===== src/rtl/pulse_mask_analyzer.sv =====
// pulse_mask_analyzer: hysteresis mask recovery with period/high-time measurement and stuck detection
module pulse_mask_analyzer #(
    parameter logic signed [15:0] THRESH_HI = 16'sd8192,
    parameter logic signed [15:0] THRESH_LO = -16'sd8192,
    parameter logic [31:0]        TIMEOUT   = 32'd1250000
) (
    input  logic               clk,
    input  logic               reset,
    input  logic signed [15:0] sigIn,
    input  logic               enable,
    output logic               maskOut,
    output logic [31:0]        period,
    output logic [31:0]        highWidth,
    output logic               measValid,
    output logic               stuck
);
    typedef enum logic [1:0] {IDLE, SEEK, MEASURE} state_t;
    state_t      state, state_n;
    logic [31:0] period_cnt, high_cnt, period_cnt_n, high_cnt_n;
    logic [31:0] period_inc, high_inc;
    logic        mask_n, rise, stuck_n, publish;
    assign mask_n     = (sigIn >= THRESH_HI) ? 1'b1 : (sigIn <= THRESH_LO) ? 1'b0 : maskOut;
    assign rise       = !maskOut && mask_n;
    assign period_inc = period_cnt + {31'd0, period_cnt != '1};
    assign high_inc   = high_cnt + {31'd0, high_cnt != '1};
    // In SEEK, period_cnt doubles as the dwell counter for stuck detection
    always_comb begin
        state_n      = state;
        period_cnt_n = period_cnt;
        high_cnt_n   = high_cnt;
        stuck_n      = stuck;
        publish      = 1'b0;
        if (!enable) begin
            state_n      = IDLE;
            period_cnt_n = '0;
            high_cnt_n   = '0;
            stuck_n      = 1'b0;
        end else begin
            case (state)
                IDLE: begin
                    state_n      = SEEK;
                    period_cnt_n = '0;
                    high_cnt_n   = '0;
                end
                SEEK: begin
                    if (rise) begin
                        state_n      = MEASURE;
                        period_cnt_n = 32'd1;
                        high_cnt_n   = 32'd1;
                    end else if (period_cnt >= TIMEOUT) begin
                        stuck_n      = 1'b1;
                        period_cnt_n = '0;
                    end else begin
                        period_cnt_n = period_inc;
                    end
                end
                MEASURE: begin
                    if (rise) begin
                        publish      = 1'b1;
                        stuck_n      = 1'b0;
                        period_cnt_n = 32'd1;
                        high_cnt_n   = 32'd1;
                    end else if (period_cnt >= TIMEOUT) begin
                        state_n      = SEEK;
                        stuck_n      = 1'b1;
                        period_cnt_n = '0;
                        high_cnt_n   = '0;
                    end else begin
                        period_cnt_n = period_inc;
                        high_cnt_n   = mask_n ? high_inc : high_cnt;
                    end
                end
                default: state_n = IDLE;
            endcase
        end
    end
    // Comparator register runs independently of enable
    always_ff @(posedge clk or posedge reset) begin
        if (reset) maskOut <= 1'b0;
        else       maskOut <= mask_n;
    end
    // FSM, counters and published measurements
    always_ff @(posedge clk or posedge reset) begin
        if (reset) begin
            state      <= IDLE;
            period_cnt <= '0;
            high_cnt   <= '0;
            stuck      <= 1'b0;
            measValid  <= 1'b0;
            period     <= '0;
            highWidth  <= '0;
        end else begin
            state      <= state_n;
            period_cnt <= period_cnt_n;
            high_cnt   <= high_cnt_n;
            stuck      <= stuck_n;
            measValid  <= publish;
            period     <= publish ? period_cnt : period;
            highWidth  <= publish ? high_cnt : highWidth;
        end
    end
endmodule


===== config.mk =====
export PLATFORM = sky130hd
export DESIGN_NAME = pulse_mask_analyzer
export DESIGN_NICKNAME = d
export VERILOG_FILES = /design/src/rtl/pulse_mask_analyzer.sv
export SDC_FILE = /design/constraint.sdc
export NUM_CORES = 1
export LEC_CHECK = 0
export ABC_AREA = 1
export CELL_PAD_IN_SITES_DETAIL_PLACEMENT = 2
export CELL_PAD_IN_SITES_GLOBAL_PLACEMENT = 2
export CORE_MARGIN = 5
export CORE_UTILIZATION = 29
export CTS_CLUSTER_DIAMETER = 50
export DETAILED_ROUTE_END_ITERATION = 6
export PLACE_DENSITY = 0.74
export SYNTH_ARGS = -nofsm -noshare
export SYNTH_HDL_FRONTEND = slang
export SYNTH_SLANG_ARGS = --single-unit

===== constraint.sdc =====
create_clock -name clk -period 4.5 [get_ports clk]
set_clock_uncertainty 0.2 [all_clocks]
set_input_delay 0.9 -clock clk [delete_from_list [all_inputs] [get_ports clk]]
set_output_delay 0.9 -clock clk [all_outputs]
set_load 0.005 [all_outputs]

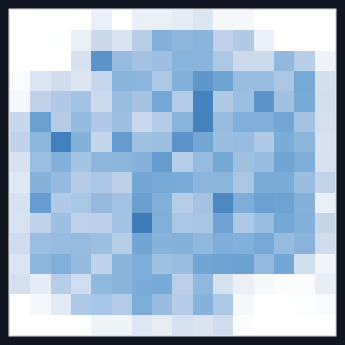
Run 1: cell density map
(2 px per µm) The die is cut into 16 by 16 equal tiles; white is low, dark blue is high, 0 to 100% covered.
The densest ninth of the die: center. 13% of the tiles are nearly empty. The mean over all tiles is 31%.
Util after Layout: 0.3744
floorplan core density: 0.2962
core area: 22780 µm²

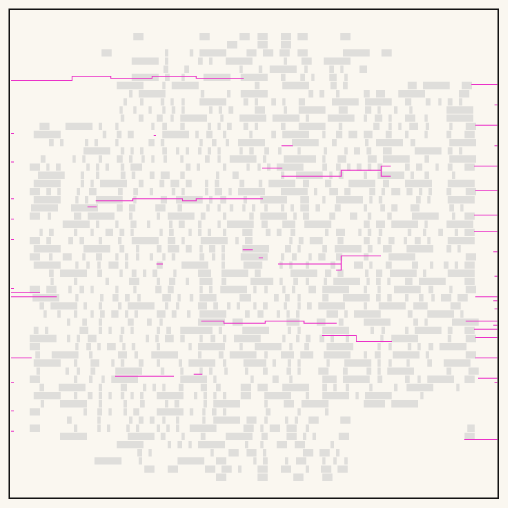
Run 1: signal wires on met3
(3 px per µm)
The layer carries 482 µm of wire. The wires run mostly horizontal. The layer holds 2.3% of the routed length. 36 nets have wire on it.
grt met3 use: 0.03645
final WL: 21100 µm
DR vias: 6015

==> flow_summary.yaml, run 1 <==
# implementation run metrics
setup_path:
  cp-start-kind: "register"
  cp_cell_sequence: "nand2_1, nor2_2, nand3_2, or4_1, ha_1, nand3_1, nor2_2, nand2_1, inv_1, nand4_1, clkinv_1, nand3_1, nand2_1, inv_1, nor2_1"
  crit_top_cell: "nand2_1"
  cp_top_family: "simple AND/OR/NAND/NOR gates"
  slowest_stage: "or4_1"
  cp.arrival_ns: 3.24
  cp.required_ns: 4.62
  endpoint: "high_cnt[23]"
  worst-path-buf-inv: 3
cells_and_area:
  fill_cells: 2599
  syn_to_final_growth_pct: 26.39
  lay_top_count: "nand2_1"
  antenna_cells: 0
  clk_share: 0.07028
  stdcell_area_um2: 8528
  nets: 966
  final_cells: 1266
  flop_area_um2: 3328
  logic_gate_count: 576
  largest_cell_class: "sequential cells"
  sh_comb_area: 0.3320
  seq_share: 0.3903
  nonClkBufAreaFrac: 0.1083
  final_cell_mix: "200 x nand2_1, 133 x dfrtp_1, 113 x nor2_1"
worst_hold_path:
  hold-path-endpoint: "period[14]"
  worstHoldPathType: "reg2reg"
  min-delay-start: "period[14]"
  min_path_cells: 2
logic_synthesis:
  ys_seq_share: 0.4932
  synthArstFlopShare: 1.000
  yosys.area.top_type: "dfrtp_1"
  logic_family: "simple AND/OR/NAND/NOR gates"
  synthFlopType: "dfrtp_1"
  topCellsByArea: "dfrtp_1 49%, nand2_1 11%, nor2_1 6.3%, inv_1 5.5%, o21ai_0 5.2%"
  fa_ha_area_frac: 0.01298
  synthCells: 855
  ys_sh_xor: 0.03245
  synthMostInstantiatedCell: "nand2_1"
  ys_sh_mux: 0
  yosys_area_um2: 6748
  synth_stat.cells: 855
final_timing:
  fin_setup_tns_ns: 0
  timing.hold.ws_ns: 0.2865
  post-route-period-util: 0.6944
  finalSetupViolCount: 0
  maxSlewViolCount: 0
global_route:
  grt_max_degree: 60
  top_usage_layer: "met2"
  use_met1: 0.1963
  grt.overflow.total: 0
floorplanning:
  die_h_um: 162.5
  die_w_um: 162.5
  die_area_um2: 26420
  rows: 55
job:
  warning_count: 29
  drv_cap: 0
clock_network:
  ctsResizeCount: 0
  cts_tree: "yes"
  cts_buffers: 17
  cts_setup_buffers: 0
outcome:
  status: "finished, final reports clean"
route:
  wirelength_met1_um: 9210
  first_pass_iters: 4
  wl_per_cell_um: 16.67
pwr:
  p_leak_nw: 3.715
  pwr-share-comb: 0.253
  power_frac_clock: 0.369
  seqPwrFrac: 0.378
  powerDensity_nw_per_um2: 455.9
  power.total_mw: 3.888
  peakVddDrop_mv: 0.2380
placement:
  gp_congestion: 0.7884
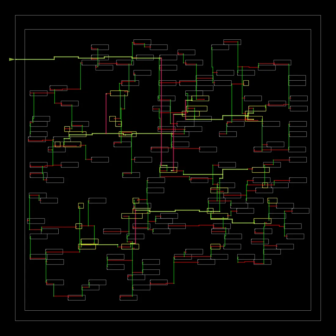
Run 1: the clock network
Clock Buffer Count: 19
registers: 133
Sink Count: 133
Latency at later pin: 0.43 ns
clock-net power: 1.43 mW

## Run 2: what changed since run 1
Clock period 4.5 ns to 2.73 ns, I/O delays scaled along.
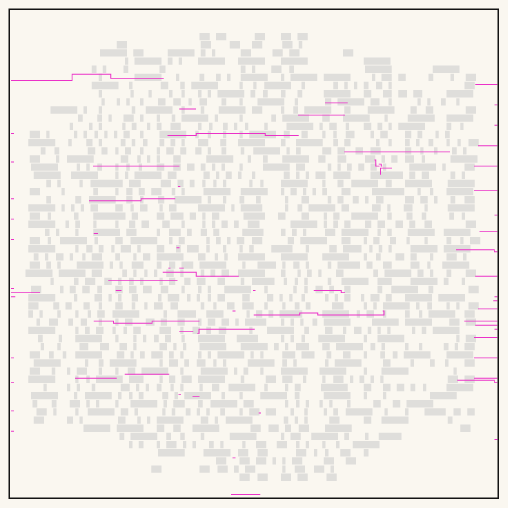
Run 2: signal wires on met3
(3 px per µm)
The layer carries 583 µm of wire. The longest straight run is 35.0 µm. The layer holds 2.5% of the routed length. The wires run mostly horizontal.
final WL: 23830 µm
grt met3 use: 0.03341
DR vias: 6460

==> flow_summary.yaml, run 2 <==
# implementation run metrics
cells_and_area:
  clk_share: 0.06570
  largest_cell_class: "sequential cells"
  final_cells: 1356
  fill_cells: 2554
  logic_gate_count: 576
  seq_share: 0.3474
  stdcell_area_um2: 9579
  antenna_cells: 0
  flops: 133
  flop_area_um2: 3328
  nonClkBufAreaFrac: 0.1759
  n_clock_buffer: 19
  lay_top_count: "nand2_1"
  sh_comb_area: 0.3220
  num-nonclk-inverters: 119
  syn_to_final_growth_pct: 41.96
  final_cell_mix: "188 x nand2_1, 133 x dfrtp_1, 107 x nor2_1"
  nets: 1057
logic_synthesis:
  fp_nets: 881
  ys_seq_share: 0.4932
  edf_count: 0
  ys.flops: 133
  yosys_area_um2: 6748
  yosys.area.top_type: "dfrtp_1"
  ys_sh_mux: 0
  synthArstFlopShare: 1.000
  topCellsByArea: "dfrtp_1 49%, nand2_1 11%, nor2_1 6.3%, inv_1 5.5%, o21ai_0 5.2%"
  synth_stat.cells: 855
  synthMostInstantiatedCell: "nand2_1"
  synthCells: 855
  ys_sh_xor: 0.03245
  synthFlopType: "dfrtp_1"
  logic_family: "simple AND/OR/NAND/NOR gates"
  top_cell_area_share: 0.4932
  fa_ha_area_frac: 0.01298
pwr:
  power_frac_clock: 0.359
  powerSeq_mw: 2.36
  peakVddDrop_mv: 0.4457
  power_clock_mw: 2.50
  seqPwrFrac: 0.338
  powerDensity_nw_per_um2: 727.7
  pwr-share-comb: 0.303
  p_leak_nw: 4.324
  power.total_mw: 6.971
  p_sw_frac: 0.3349
global_route:
  grt.overflow.total: 0
  grt_max_degree: 96
  top_usage_layer: "met2"
  use_met1: 0.2109
job:
  warning_count: 30
  drv_cap: 0
floorplanning:
  core_um2: 22780
  die_h_um: 162.5
  rows: 55
  die_w_um: 162.5
  initial_core_util: 0.2962
setup_path:
  cp_top_family: "simple AND/OR/NAND/NOR gates"
  slowest_stage: "or4_4"
  cp.required_ns: 2.87
  endpoint: "high_cnt[12]"
  worst-path-buf-inv: 3
  cp_cell_sequence: "nand2_2, nor3_2, buf_4, nand4_1, or4_4, ha_4, nand2_4, nor2_4, nand2_4, inv_4, nand2_4, buf_4, xor2_1, nor3_1, nor2_1, nor2_1"
  endpoint_kind: "register"
  crit_top_cell: "nand2_4"
  cp.arrival_ns: 2.97
  cp-start-kind: "register"
route:
  wirelength_met1_um: 9982
  wl_per_cell_um: 17.58
  wl_met3_um: 583
  first_pass_iters: 4
  drc: 0
worst_hold_path:
  worstHoldPathType: "reg2reg"
  min_path_cells: 2
  min-delay-start: "period[15]"
  hold-path-endpoint: "period[15]"
final_timing:
  setup_ws_ns: -0.09524
  finalSetupViolCount: 7
  fin_setup_tns_ns: -0.1876
  tightest_slew_ns: 0.6077
  timing.hold.ws_ns: 0.2827
  post-route-period-util: 1.035
  maxSlewViolCount: 0
clock_network:
  ctsHoldBuffers: 0
  cts_buffers: 17
  clkSinkCount: 133
  insertion_delay_ns: 0.43
  cts_setup_buffers: 1
  ctsResizeCount: 12
  cts_tree: "yes"
placement:
  gp_congestion: 0.7848
outcome:
  status: "finished with violations"
  violations: "setup timing"
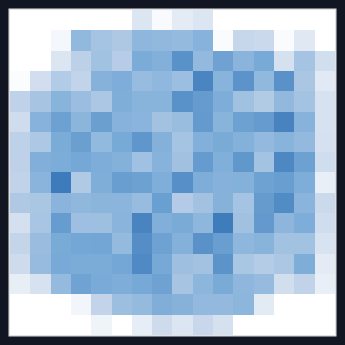
Run 2: cell density map
(2 px per µm) The die is cut into 16 by 16 equal tiles; white is low, dark blue is high, 0 to 100% covered.
The emptiest ninth of the die: upper left. The mean over all tiles is 35%. 13% of the tiles are nearly empty.
Util after Layout: 0.4205

## Run 3: what changed since run 2
Settings changed: CORE_UTILIZATION 29 to 35, CTS_CLUSTER_SIZE set to 28, PLACE_DENSITY 0.74 to 0.84.
Clock period 2.73 ns to 3.6 ns, I/O delays scaled along.
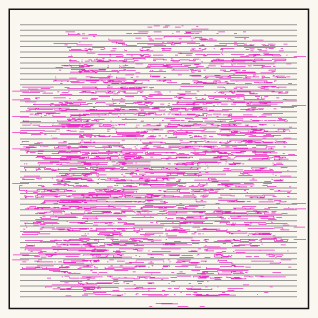
Run 3: M1 wires
(2 px per µm) Supply wires on this layer in gray.
The layer carries 9560 µm of wire. 908 nets have wire on it. The wires run mostly horizontal.
final WL: 22990 µm
met1 usage: 0.2491
DR vias: 6138

==> flow_summary.yaml, run 3 <==
# implementation run metrics
outcome:
  status: "finished, final reports clean"
cells_and_area:
  fill_cells: 2096
  final_cell_mix: "200 x nand2_1, 133 x dfrtp_1, 113 x nor2_1"
  nonClkBufAreaFrac: 0.1092
  seq_share: 0.3874
  logic_gate_count: 576
  lay_top_count: "nand2_1"
  num-nonclk-inverters: 119
  n_clock_buffer: 21
  syn_to_final_growth_pct: 27.33
  nets: 968
  clk_share: 0.08315
  flop_area_um2: 3328
  stdcell_area_um2: 8592
  largest_cell_class: "sequential cells"
  final_cells: 1215
  flops: 133
  antenna_cells: 0
  sh_comb_area: 0.3295
route:
  drc: 0
  wirelength_met1_um: 9560
  first_pass_iters: 4
  drt_iter0_markers: 210
  wl_per_cell_um: 18.92
  wl_met3_um: 525
clock_network:
  cts_max_level: 4
  cts_buffers: 17
  ctsResizeCount: 0
  clkSinkCount: 133
  ctsHoldBuffers: 0
  clock_path_buffers: 2
  cts-root-buf: "clkbuf_16"
  cts_setup_buffers: 0
  insertion_delay_ns: 0.43
  cts_tree: "yes"
floorplanning:
  core_um2: 18830
  die_w_um: 148.9
  die_h_um: 148.9
  rows: 50
  ioPinCount: 86
pwr:
  powerSeq_mw: 1.85
  power.total_mw: 5.290
  peakVddDrop_mv: 0.3954
  seqPwrFrac: 0.349
  powerDensity_nw_per_um2: 615.7
  power_frac_clock: 0.403
  pg_comb_mw: 1.31
  p_leak_nw: 3.791
  power_clock_mw: 2.13
  pwr-share-comb: 0.248
  p_sw_frac: 0.3257
setup_path:
  slowest_stage: "or4_1"
  endpoint: "high_cnt[10]"
  cp.arrival_ns: 3.26
  crit_top_cell: "nor2_1"
  critPathLaunch: "high_cnt[10]"
  cp-start-kind: "register"
  cp_cell_sequence: "nand2_1, nor2_2, nand3_2, or4_1, ha_1, nand2_1, nor2_1, nand2_1, nor2_1, xnor2_1, nor3_1, nor2_1, nor2_1"
  cp_top_family: "simple AND/OR/NAND/NOR gates"
  cp.required_ns: 3.75
  cp_max_fo: 5
  worst-path-buf-inv: 0
  endpoint_kind: "register"
global_route:
  grt_max_degree: 128
  antenna_found_initial: 0
  top_usage_layer: "met2"
  grtUsageMet3: 0.03859
  grt.overflow.total: 0
final_timing:
  timing.hold.ws_ns: 0.2816
  maxSlewViolCount: 0
  tightest_slew_ns: 0.7619
  fin_setup_tns_ns: 0
  fmax_ghz: 0.3217
  setup_ws_ns: 0.4915
  post-route-period-util: 0.8635
  finalSetupViolCount: 0
logic_synthesis:
  topCellsByArea: "dfrtp_1 49%, nand2_1 11%, nor2_1 6.3%, inv_1 5.5%, o21ai_0 5.2%"
  synthCells: 855
  ys.flops: 133
  fp_nets: 881
  ys_sh_simple: 0.2920
  synthMostInstantiatedCell: "nand2_1"
  synth_stat.cells: 855
  avgSynthCellArea_um2: 7.892
  fa_ha_area_frac: 0.01298
  yosys.area.top_type: "dfrtp_1"
  ys_seq_share: 0.4932
  synthFlopType: "dfrtp_1"
  synthArstFlopShare: 1.000
  ys_sh_xor: 0.03245
  synthAoiAreaFrac: 0.08214
  edf_count: 0
  yosys_area_um2: 6748
  top_cell_area_share: 0.4932
  logic_family: "simple AND/OR/NAND/NOR gates"
  ys_sh_mux: 0
placement:
  gp_congestion: 0.7812
  dp_hpwl_um: 15120
job:
  drv_cap: 0
  warning_count: 31
worst_hold_path:
  min_path_cells: 2
  min-delay-start: "period[14]"
  hold-path-endpoint: "period[14]"
  worstHoldPathType: "reg2reg"
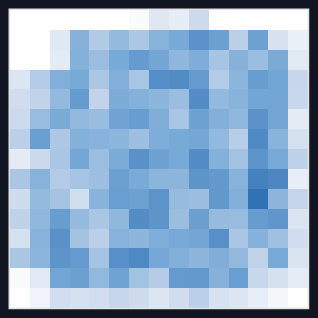
Run 3: cell density map
(2 px per µm) The die is cut into 15 by 15 equal tiles; white is low, dark blue is high, 0 to 100% covered.
The mean over all tiles is 37%. The fullest tile reaches 74%. The emptiest ninth of the die: upper left. The densest ninth of the die: center. 7.6% of the tiles are nearly empty.
floorplan core density: 0.3583
Util after Layout: 0.4563


==> notes/layouts.md <==
Pictures saved along the way, in no particular order.

Clock distribution.
(2 px per µm)
shot_01.png
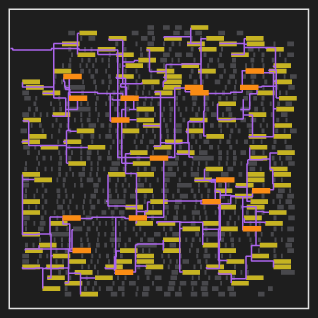
shot_02.png
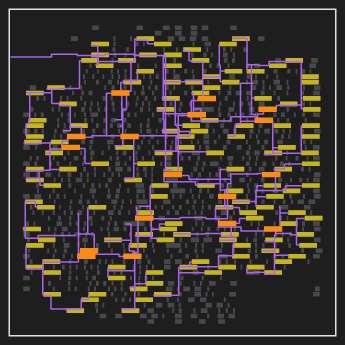
| picture | from |
|---|---|
| shot_01.png | run 3 |
| shot_02.png | run 1 |

Key to shot_02.png:
clock wires: drawn in purple, length 2210 µm. flip-flops: drawn in yellow, count 133. clock drivers: drawn in orange, count 17.
There are 18 routed clock nets.

Power is estimated from default activity; no workload was simulated.
